--- config.mk ---
export PLATFORM = sky130hd
export DESIGN_NAME = avg_n_per_clk_blk
export DESIGN_NICKNAME = d
export VERILOG_FILES = /design/src/rtl/avg_n_per_clk_blk.sv
export SDC_FILE = /design/constraint.sdc
export NUM_CORES = 1
export LEC_CHECK = 0
export CAP_MARGIN = 0
export CORE_MARGIN = 4
export CORE_UTILIZATION = 50
export CTS_CLUSTER_DIAMETER = 120
export DETAILED_ROUTE_END_ITERATION = 7
export PLACE_DENSITY_LB_ADDON = 0.12
export SYNTH_ARGS = -nofsm -noshare
export SYNTH_HDL_FRONTEND = slang
export SYNTH_SLANG_ARGS = --single-unit
--- constraint.sdc ---
create_clock -name clk -period 5.6 [get_ports clk]
set_input_delay 1.12 -clock clk [delete_from_list [all_inputs] [get_ports clk]]
set_output_delay 1.12 -clock clk [all_outputs]
set_load 0.005 [all_outputs]
--- src/rtl/avg_n_per_clk_blk.sv ---
// Block averager: pipelined adder tree over NUM_INPUTS lanes, then accumulate 2^LOG2_BEATS beats and shift-divide.
// Define AVG_ROUND_EN for round-half-up results; otherwise the average is truncated (floor).
module avg_n_per_clk_blk #(
  parameter int NUM_INPUTS = 16,
  parameter int DWIDTH     = 8,
  parameter int LOG2_BEATS = 2
) (
  input  logic                         clk,
  input  logic                         rst,
  input  logic [NUM_INPUTS*DWIDTH-1:0] i_dat_vector,
  input  logic                         i_dat_valid,
  input  logic                         i_clear,
  output logic [DWIDTH-1:0]            o_avg,
  output logic                         o_avg_valid,
  output logic                         o_busy
);

  localparam int L     = $clog2(NUM_INPUTS);
  localparam int S     = L + LOG2_BEATS;
  localparam int TW    = DWIDTH + L;
  localparam int AW    = DWIDTH + S;
  localparam int BEATS = 1 << LOG2_BEATS;
  localparam int CW    = (LOG2_BEATS > 0) ? LOG2_BEATS : 1;

`ifdef AVG_ROUND_EN
  localparam logic [AW-1:0] RND = AW'((1 << S) >> 1);
`else
  localparam logic [AW-1:0] RND = '0;
`endif

  logic [TW-1:0] tree_sum;
  logic          tree_vld;
  logic          tree_busy;

  generate
    if (L == 0) begin : g_pass
      assign tree_sum  = i_dat_vector;
      assign tree_vld  = i_dat_valid & ~i_clear;
      assign tree_busy = 1'b0;
    end else begin : g_tree
      // heap[0..N-1] are the lanes; heap[N+j] mirrors node_q[j]. Node j sums heap[2j] and heap[2j+1],
      // so each tree level lands one register stage after the level it consumes.
      logic [TW-1:0] heap   [2*NUM_INPUTS-2];
      logic [TW-1:0] node_q [NUM_INPUTS-1];
      logic [L-1:0]  vld_q;

      always_comb begin
        for (int k = 0; k < NUM_INPUTS; k++) begin
          heap[k] = TW'(i_dat_vector[k*DWIDTH +: DWIDTH]);
        end
        for (int j = 0; j < NUM_INPUTS - 2; j++) begin
          heap[NUM_INPUTS+j] = node_q[j];
        end
      end

      always_ff @(posedge clk or posedge rst) begin
        if (rst) begin
          for (int j = 0; j < NUM_INPUTS - 1; j++) begin
            node_q[j] <= '0;
          end
          vld_q <= '0;
        end else begin
          for (int j = 0; j < NUM_INPUTS - 1; j++) begin
            node_q[j] <= heap[2*j] + heap[2*j+1];
          end
          vld_q <= i_clear ? '0 : ((vld_q << 1) | L'(i_dat_valid));
        end
      end

      assign tree_sum  = node_q[NUM_INPUTS-2];
      assign tree_vld  = vld_q[L-1];
      assign tree_busy = |vld_q;
    end
  endgenerate

  logic [AW-1:0]     acc;
  logic [AW-1:0]     acc_next;
  logic [DWIDTH-1:0] avg_next;
  logic [CW-1:0]     count;
  logic              last_beat;

  assign acc_next  = acc + AW'(tree_sum);
  assign avg_next  = DWIDTH'((acc_next + RND) >> S);
  assign last_beat = (count == CW'(BEATS - 1));
  assign o_busy    = tree_busy | (count != '0);

  // Clear wins over a completing beat; a pulse already on the output is left alone.
  always_ff @(posedge clk or posedge rst) begin
    if (rst) begin
      acc         <= '0;
      count       <= '0;
      o_avg       <= '0;
      o_avg_valid <= 1'b0;
    end else begin
      o_avg_valid <= 1'b0;
      if (i_clear) begin
        acc   <= '0;
        count <= '0;
      end else if (tree_vld) begin
        if (last_beat) begin
          o_avg       <= avg_next;
          o_avg_valid <= 1'b1;
          acc         <= '0;
          count       <= '0;
        end else begin
          acc   <= acc_next;
          count <= count + 1'b1;
        end
      end
    end
  end

endmodule

==> impl_report.txt <==
FLOW METRICS REPORT
----------------------------------------------------
[Cells and area]
  Fraction of standard cell area that is sequential ........................ 0.3549
  Sequential cell area in the final layout ........................ 4379 sq um
  Layout net count ........................ 1345
  Max reg flops ........................ 134
  Registers ........................ 175
  Synth-to-layout area growth ........................ 23.60%
  Area used by multi-input combinational logic ........................ 5495 sq um
  Biggest Area Class ........................ multi-input combinational cells
  Fraction of area in non-clock buffers ........................ 0.1166
  Clock-cell share of area ........................ 0.04968
  Filler cells ........................ 1607
  Total of clock buffers placed in the layout ........................ 19
  Fraction of the core area covered by cells at the end of the flow ........................ 0.6320
  Fraction of final layout cells with drive strength greater than 1 ........................ 0.04789

[Global routing]
  Met1 capacity usage during global routing ........................ 0.2181
  Met2 GRT Util ........................ 0.2754
  Number of antenna violations at the first check in global routing ........................ 0
  Vias in the first global route ........................ 6595
  Fraction of met3 tracks used by global routing ........................ 0.03191
  Busiest layer in global routing ........................ met2
  Maximum number of pins on one net before global-route repair ........................ 138
  Overall track demand over capacity in global routing ........................ 0.1649

[Die]
  Chip Area ........................ 22290 sq um
  Fp util ........................ 0.5113
  Tap cells ........................ 265
  Number of top-level design ports ........................ 142
  Die height ........................ 149.3 microns
  Number of placement rows ........................ 51

[Synthesis]
  Ranking of synthesized cells by area ........................ sky130_fd_sc_hd__dfrtp_1, sky130_fd_sc_hd__ha_1, sky130_fd_sc_hd__xnor2_1
  Synthesized area per cell ........................ 11.13 sq um
  Aoi/oai-family share of the synthesized area ........................ 0.1506
  Number of library cell types mapped by synthesis ........................ 56
  Number of flops mapped to enable cells by yosys ........................ 0
  Adder Share, Synth ........................ 0.2138
  Register bit count reported by yosys ........................ 175
  Yosys Chip Area ........................ 9985 sq um
  Most common cell in the synthesized netlist ........................ sky130_fd_sc_hd__dfrtp_1
  Yosys Instances ........................ 897
  Dominant register cell ........................ sky130_fd_sc_hd__dfrtp_1
  Number of warnings issued by yosys ........................ 0
  Synthesized-area fraction occupied by and/or/nand/nor cells ........................ 0.08496
  Fraction of synthesized cell area in xor and xnor cells ........................ 0.09298
  Top comb family, area ........................ adder cells
  Cell type contributing the most total cell area after synthesis ........................ sky130_fd_sc_hd__dfrtp_1
  Post-synthesis cell area ........................ 9985 sq um
  Number of nets produced by synthesis ........................ 1190
  Register share after synthesis ........................ 0.4386

[Worst setup path]
  Nature of the critical path endpoint ........................ output pin
  Crit Path Max Fanout ........................ 7
  Startpoint types ........................ flop
  Worst reg-to-reg setup slack ........................ 3.24 ns
  Crit-path leading delay family ........................ flip-flops
  Critical path data required time ........................ 4.48 ns
  Depth of the worst register-to-register path ........................ 8
  Count of cell instances traversed by the critical path ........................ 3
  Reg2Reg Capture Point ........................ g_tree.heap[10]
  Crit path capture ........................ o_busy
  Launching element of the worst setup path ........................ g_tree.vld_q[3]
  Slowest stage cell on the critical path ........................ sky130_fd_sc_hd__dfrtp_1
  Combined buffer and inverter count along the critical path ........................ 1

[Min path]
  Number of stages on the worst hold path ........................ 1
  Type of the most critical hold path ........................ flop to flop
  Destination of the worst hold path ........................ tree_sum[0]

[Place]
  Final HPWL DP ........................ 13720 microns
  Placer congestion estimate ........................ 0.8305

[STA]
  Fin crit share ........................ 0.5076
  Min Clock Period, post-route ........................ 2.842 ns
  Max-slew violation count ........................ 0
  Hold slack final ........................ 0.4754 ns
  Setup repair after global routing missed its margin ........................ no
  Final Hold Violating Endpoints ........................ 0
  Maximum clock frequency ........................ 351.8 MHz
  Max_slew headroom ........................ 0.2509
  Slew @ Worst Pin ........................ 1.119 ns
  Setup TNS after final layout ........................ 0 ns

[CTS]
  Clk root buf ........................ sky130_fd_sc_hd__clkbuf_16
  Setup fix buffers added after clock tree synthesis ........................ 0
  Clock tree from TritonCTS ........................ built
  Bufs on Longest Clock Path ........................ 2
  Number of buffers added to fix hold violations after cts ........................ 0
  CTS clock-pin slew for the worst setup and hold paths ........................ 0.06 ns
  H-tree depth reported by CTS ........................ 4

[Routing]
  Vias per cell ........................ 5.094
  Post-detailed-route wirelength per cell ........................ 12.97 microns
  Post-route DRC ........................ 0
  Initial detailed-routing violation count ........................ 177
  Remaining antenna violation count ........................ 0
  Highest routed layer ........................ met4
  DR vias ........................ 6775
  Met2 Routed Length ........................ 8354 microns

[Flow run]
  Total tool warning count ........................ 29
  Tally of max-capacitance violations ........................ 0

[Power and ir drop]
  Highest ir drop seen on vdd ........................ 0.0002215 V
  Pwr per Cell Area ........................ 430.3 nW/um^2
  Leakage power ........................ 5.591 nW

[Status]
  Outcome ........................ completed

----------------------------------------------------
where the power goes:
group          internal, mW  total [mW]  switching [mW]
clock                 0.688        1.20           0.515
sequential             1.66        1.82           0.160
combinational          1.13        2.29            1.16
total                  3.47        5.31            1.84
metrics by stage:
stage | total power, mW | std cells | setup WS, ns | cell area (sq um)
detailed placement | 4.136 | 1298 | 2.332 | 11730
global placement | 4.097 | 1298 | 2.371 | 11730
floorplan | 3.622 | 897 | 2.241 | 9988
CTS | 5.381 | 1330 | 2.743 | 12340
global route | 5.773 | 1330 | 2.612 | 12340
finish | 5.311 | 1330 | 2.758 | 12340
**Met1 routing**

Scale: 2 px per micron. Supply wires on this layer in gray.
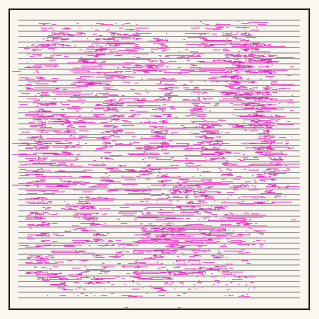
The layer carries 8070 microns of wire. 1223 nets have wire on it.

**Clock routing**

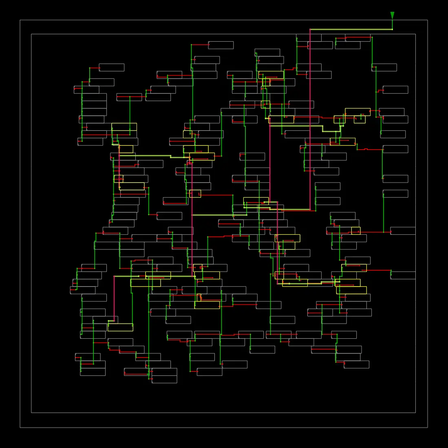
Latency at later pin: 0.43 ns
number of buffers created by CTS: 17

**Cell area per tile**

Scale: 2 px per micron. 15 x 15 tiles, from white (low) to dark blue (high), 0 to 100% covered.
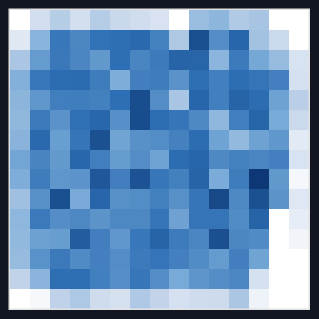
The fullest tile reaches 97%. The emptiest ninth of the die: lower right. 16% of the tiles are over 75% full. 6.2% of the tiles are nearly empty. The mean over all tiles is 54%.

Power is estimated from default activity; no workload was simulated.
